Figure 1. Signal wires on met1.
Bar = 100 µm.
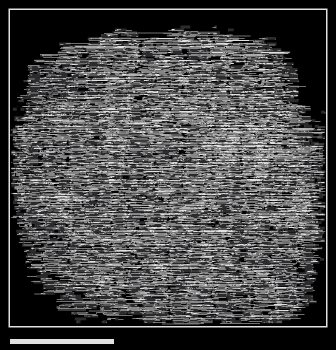
Figure 2. Metal 2.
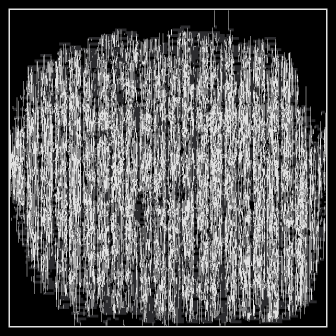
Figure 3. The metal 3 layer.
Bar = 100 µm.
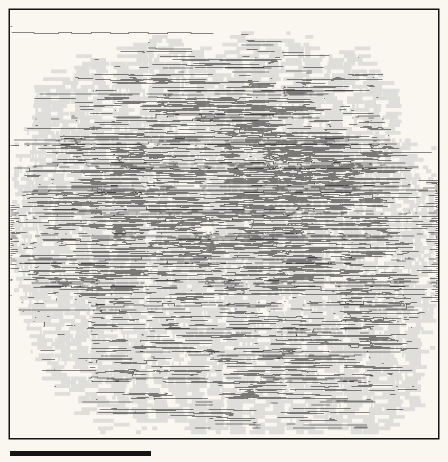
Figure 4. Where the registers sit.
Other sequential cells in the stronger grey, the rest of the logic in the fainter grey.
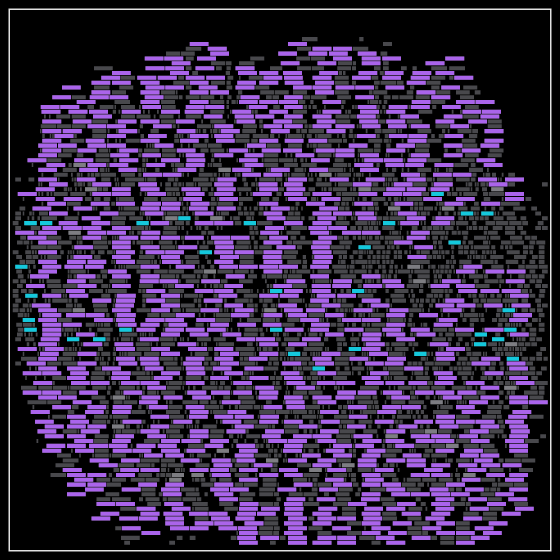
## src/rtl/regfile_mc.sv

```systemverilog
// Multicycle-datapath register file: one write port, two read ports whose results
// are captured into the A/B operand registers, with same-cycle write bypass.
module regfile_mc #(
    parameter int DATA_W   = 32,
    parameter int ADDR_W   = 5,
    parameter int DEPTH    = 2 ** ADDR_W,
    parameter int ZERO_REG = 1
) (
    input  logic              clk,
    input  logic              rst,
    input  logic [ADDR_W-1:0] rs,
    input  logic [ADDR_W-1:0] rt,
    input  logic [ADDR_W-1:0] rd,
    input  logic              we,
    input  logic [DATA_W-1:0] i_data,
    input  logic              a_en,
    input  logic              b_en,
    output logic [DATA_W-1:0] out_data_a,
    output logic [DATA_W-1:0] out_data_b
);

    localparam logic [ADDR_W:0] DEPTH_EXT = (ADDR_W + 1)'(DEPTH);

    logic [DATA_W-1:0] mem [DEPTH];
    logic [DEPTH-1:0]  wr_sel;

    logic [DATA_W-1:0] out_a_reg, out_a_next;
    logic [DATA_W-1:0] out_b_reg, out_b_next;

    // Per-row write decode; a hardwired-zero row never gets a select.
    genvar gi;
    generate
        for (gi = 0; gi < DEPTH; gi++) begin : g_row
            localparam bit WRITABLE = !((ZERO_REG != 0) && (gi == 0));
            assign wr_sel[gi] = WRITABLE && we && (rd == ADDR_W'(gi));
        end
    endgenerate

    // Whole array clears on reset, so it is built from flops rather than block RAM.
    always_ff @(posedge clk) begin
        if (rst) begin
            for (int i = 0; i < DEPTH; i++) begin
                mem[i] <= '0;
            end
        end else begin
            for (int i = 0; i < DEPTH; i++) begin
                if (wr_sel[i]) begin
                    mem[i] <= i_data;
                end
            end
        end
    end

    logic              a_zero, a_oor, a_byp;
    logic              b_zero, b_oor, b_byp;
    logic [ADDR_W-1:0] a_idx, b_idx;
    logic [DATA_W-1:0] a_val, b_val;

    // Effective read value: hardwired zero, out-of-range zero, bypass, then array.
    always_comb begin
        a_zero = (ZERO_REG != 0) && (rs == '0);
        a_oor  = ({1'b0, rs} >= DEPTH_EXT);
        a_byp  = we && (rd == rs);
        a_idx  = a_oor ? '0 : rs;
        a_val  = mem[a_idx];
        if (a_zero || a_oor) begin
            a_val = '0;
        end else if (a_byp) begin
            a_val = i_data;
        end

        b_zero = (ZERO_REG != 0) && (rt == '0);
        b_oor  = ({1'b0, rt} >= DEPTH_EXT);
        b_byp  = we && (rd == rt);
        b_idx  = b_oor ? '0 : rt;
        b_val  = mem[b_idx];
        if (b_zero || b_oor) begin
            b_val = '0;
        end else if (b_byp) begin
            b_val = i_data;
        end
    end

    always_comb begin
        out_a_next = out_a_reg;
        out_b_next = out_b_reg;
        if (a_en) begin
            out_a_next = a_val;
        end
        if (b_en) begin
            out_b_next = b_val;
        end
    end

    always_ff @(posedge clk) begin
        if (rst) begin
            out_a_reg <= '0;
            out_b_reg <= '0;
        end else begin
            out_a_reg <= out_a_next;
            out_b_reg <= out_b_next;
        end
    end

    assign out_data_a = out_a_reg;
    assign out_data_b = out_b_reg;

endmodule
```

## config.mk

```make
export PLATFORM = sky130hd
export DESIGN_NAME = regfile_mc
export DESIGN_NICKNAME = d
export VERILOG_FILES = /design/src/rtl/regfile_mc.sv
export SDC_FILE = /design/constraint.sdc
export NUM_CORES = 2
export LEC_CHECK = 0
export CORE_UTILIZATION = 57
export CTS_CLUSTER_SIZE = 25
export DETAILED_ROUTE_END_ITERATION = 16
export PLACE_DENSITY = 0.77
export SYNTH_ARGS = -nofsm -noshare
export SYNTH_HDL_FRONTEND = slang
export SYNTH_SLANG_ARGS = --single-unit
```

## constraint.sdc

```tcl
create_clock -name clk -period 4.2 [get_ports clk]
set_clock_uncertainty 0.2 [all_clocks]
set_input_delay 0.42 -clock clk [delete_from_list [all_inputs] [get_ports clk]]
set_output_delay 0.42 -clock clk [all_outputs]
set_load 0.05 [all_outputs]
```

==> datasheet_impl.txt <==
Summary of implementation characteristics

Parameter                              Value

Outcome
  Status .................. complete, no violations

Clock network
  Clock latency of the later-clocked register in the worst-skew pair .................. 680 ps
  Clock tree from TritonCTS .................. done
  Depth of the CTS H-tree .................. 3
  Number of buffers on the longest clock path .................. 3
  Total CTS buffers .................. 106
  Resize count post-CTS .................. 0
  Clock transition at the registers of the reported paths .................. 60 ps
  Clock sink count .................. 1056
  CTS root buf .................. sky130_fd_sc_hd__clkbuf_16

Synthesis
  Largest area contributor in the netlist .................. sky130_fd_sc_hd__edfxtp_1
  Async SR Flop Fraction .................. 0%
  Synth top area share .................. 57.6%
  Most instantiated library cell after synthesis .................. sky130_fd_sc_hd__edfxtp_1
  Mapped Cells .................. 3393
  Syn Nets .................. 3445
  Synthesis Warnings .................. 0
  Combined area of all synthesized cells .................. 0.0517 mm²
  Synth Flop Type .................. sky130_fd_sc_hd__edfxtp_1
  Synth unique cells .................. 58
  Synthesized flop and latch total .................. 1056
  Top cells by count .................. sky130_fd_sc_hd__edfxtp_1 (992), sky130_fd_sc_hd__nor2_1 (585), sky130_fd_sc_hd__mux4_2 (419), sky130_fd_sc_hd__nand2_1 (186), sky130_fd_sc_hd__clkbuf_1 (149)
  Biggest area cells .................. sky130_fd_sc_hd__edfxtp_1 (58%), sky130_fd_sc_hd__mux4_2 (18%), sky130_fd_sc_hd__nor2_1 (4.2%)
  Yosys stat cell total .................. 3393
  Register share after synthesis .................. 60.0%

Critical path
  Critical Path AT .................. 3470 ps
  Total stage count of the critical path .................. 6
  Startpoint of the most critical setup path .................. rst
  Path depth of the worst reg2reg path .................. 5
  Critical path endpoint category .................. flip-flop
  Minimum setup slack among reg-to-reg paths .................. 1750 ps
  WP data required .................. 4320 ps
  Startpoint type of the worst setup path .................. input port
  Endpoint of the worst-slack reg-to-reg timing path .................. out_data_a[17]
  Kind of cell adding the most delay to the critical path .................. buffers and inverters
  Type of the worst setup path .................. in -> reg
  Buf/Inv on CP .................. 5

Layout
  Layout Nets .................. 3528
  Area delta synth->final .................. 12.8%

Place
  Gp weighted congestion .................. 0.977
  Pre-CTS setup slack .................. 842 ps
  Total of buffers placed on input and output ports .................. 115

Global route
  Via count of the first global-routing pass .................. 35000
  Overflow left after global routing .................. 0
  Total GRT Usage .................. 38.6%
  Global-route wire length before repair .................. 248 mm
  Global Route met3 Usage .................. 14.8%

Final timing
  Worst slew pin tran .................. 1340 ps
  Min cycle time layout .................. 3350 ps
  Number of pins exceeding their max-slew limit in the final report .................. 0
  Worst Setup Slack, final .................. 846 ps
  Final hold violations .................. 0
  Highest achievable clock rate .................. 298 MHz

Route
  M1 WL .................. 56.6 mm
  Highest metal layer used by the detailed router .................. met5
  DR DRC count .................. 0
  Antenna viol nets, final .................. 0
  DRT iter0 DRCs .................. 6559
  Vias per cell .................. 7.57
  Sum of met3 wire segment lengths after detailed routing .................. 33.4 mm
  DRT Pass-1 Iters .................. 6
  Met2 WL .................. 74.0 mm

Die
  Total I/O pin count .................. 116
  Die boundary height .................. 303 µm
  Area of the placeable core .................. 0.0900 mm²
  Number of rows in the core area .................. 110
  Effective utilization at floorplan .................. 57.5%
  Floorplan die width .................. 303 µm

Power
  P per Cell Area .................. 449 mW/mm²
  Leakage dissipation .................. 19.3 nW

Run
  Max-cap violation count .................. 0
  Tool warning count .................. 27

Min path
  Classification of the worst-slack hold path .................. in -> reg
Back to the opening pictures, Figure 1:
share of all routed wire: 32%
main direction: horizontal
total number of vias: 35900
DRT Wirelength: 176 mm
met1 routing resource usage after global routing: 51.9%

Back to the opening pictures, Figure 2:
wire length on this layer: 74.0 mm
share of all routed wire: 42%
longest straight run: 95.4 µm
main direction: vertical
nets with wire on the layer: 3214
met2 Usage GRT: 54.7%

Back to the opening pictures, Figure 3:
main direction: horizontal
longest straight run: 189 µm
wire length on this layer: 33.4 mm

Back to the opening pictures, Figure 4:
legend:
  purple:
    netlist_name: mem
    sequential_cells: 992
    where: all over the die
  cyan:
    netlist_name: out_data_a
    sequential_cells: 32
    where: a horizontal strip, middle

[layout make-up]
class	instances	area [µm²]
fillers	6163	31600
diodes	1	2.50
inverters	48	181
multi-input cells	1975	19000
well taps	1176	1470
clock buffers	146	3000
repair buffers	289	2990
clock inverters	52	618
flip-flops and latches	1056	31100
[what timing repair did]
item,in CTS,in global routing
hold buffers,1,0
hold endpoints to repair,6,0
setup endpoints to repair,0,0
buffers inserted,0,0
[power breakdown]
group	total (mW)	leakage (nW)	internal (mW)	switching (mW)
clock	9.92	1.78	5.83	4.09
combinational	3.52	7.44	1.42	2.10
sequential	12.7	10.0	12.3	0.439
[registers in the layout, indices dropped and copies added (netlist names)]
| name | count |
|---|---|
| mem | 992 |
| out_data_a | 32 |
| out_data_b | 32 |
[through the flow]
stage          util (%)  hold WS (ps)  total power [mW]  cell area [µm²]
2_1_floorplan         -           396              15.0            51700
3_3_place_gp       60.8           295              16.2            54700
3_5_place_dp       60.8           282              16.3            54700
4_1_cts            64.8           238              26.0            58400
5_1_grt            64.8           270              26.6            58400
6_report           64.8           269              26.2            58400
[placed cells by master (no fill, tap or decap), drive strengths merged, types with 6 or more instances in the layout]
| master | synthesis | final |
|---|---|---|
| edfxtp | 992 | 992 |
| nor2 | 585 | 585 |
| mux4 | 419 | 419 |
| nand2 | 186 | 186 |
| buf | 164 | 182 |
| clkbuf | 150 | 146 |
| o22ai | 117 | 117 |
| clkdlybuf4s50 | 0 | 106 |
| mux2 | 87 | 87 |
| a221oi | 75 | 75 |
| dfxtp | 64 | 64 |
| a211oi | 63 | 63 |
| nor2b | 57 | 57 |
| mux2i | 54 | 54 |
| inv | 47 | 47 |
| a21oi | 45 | 45 |
| o21ai | 44 | 44 |
| a2111oi | 43 | 43 |
| clkinv | 1 | 36 |
| a22oi | 27 | 27 |
| o221ai | 26 | 26 |
| a22o | 24 | 24 |
| or3 | 16 | 16 |
| bufinv | 0 | 14 |
| nand2b | 13 | 13 |
| a211o | 13 | 13 |
| and4 | 12 | 12 |
| xnor2 | 10 | 10 |
| nor3 | 8 | 8 |
| or2 | 8 | 8 |
| o32ai | 6 | 6 |
[cell families (layout without fill, tap and decap cells)]
| kind of cell | Yosys count | after routing | share of synthesized area, % |
|---|---|---|---|
| and+or+nand+nor | 905 | 905 | 7.28 |
| DFF | 1056 | 1056 | 60.0 |
| AOI/OAI and AO/OA | 500 | 500 | 7.66 |
| muxes | 560 | 560 | 21.2 |
| other | 0 | 1 | 0 |
| xor gates and xnor gates | 10 | 10 | 0.169 |
| buffers and inverters | 362 | 535 | 3.68 |
[worst min-delay path by stage]
stage               cells past startpoint              to
global route                            3  out_data_a[26]
global placement                        2  out_data_a[25]
finish                                  3   out_data_a[7]
detailed placement                      2  out_data_b[30]
floorplan                               2  out_data_a[24]
CTS                                     3   out_data_a[7]
[worst register-to-register path, stage by stage, from the launching register on]
cell and delay (ps):
sky130_fd_sc_hd__edfxtp_1 380, sky130_fd_sc_hd__mux4_2 500, sky130_fd_sc_hd__a22o_1 260, sky130_fd_sc_hd__a221oi_1 630
sky130_fd_sc_hd__and4_1 320, sky130_fd_sc_hd__a221oi_2 40
Power figures rest on the tool's default switching activity, not on a simulated workload.
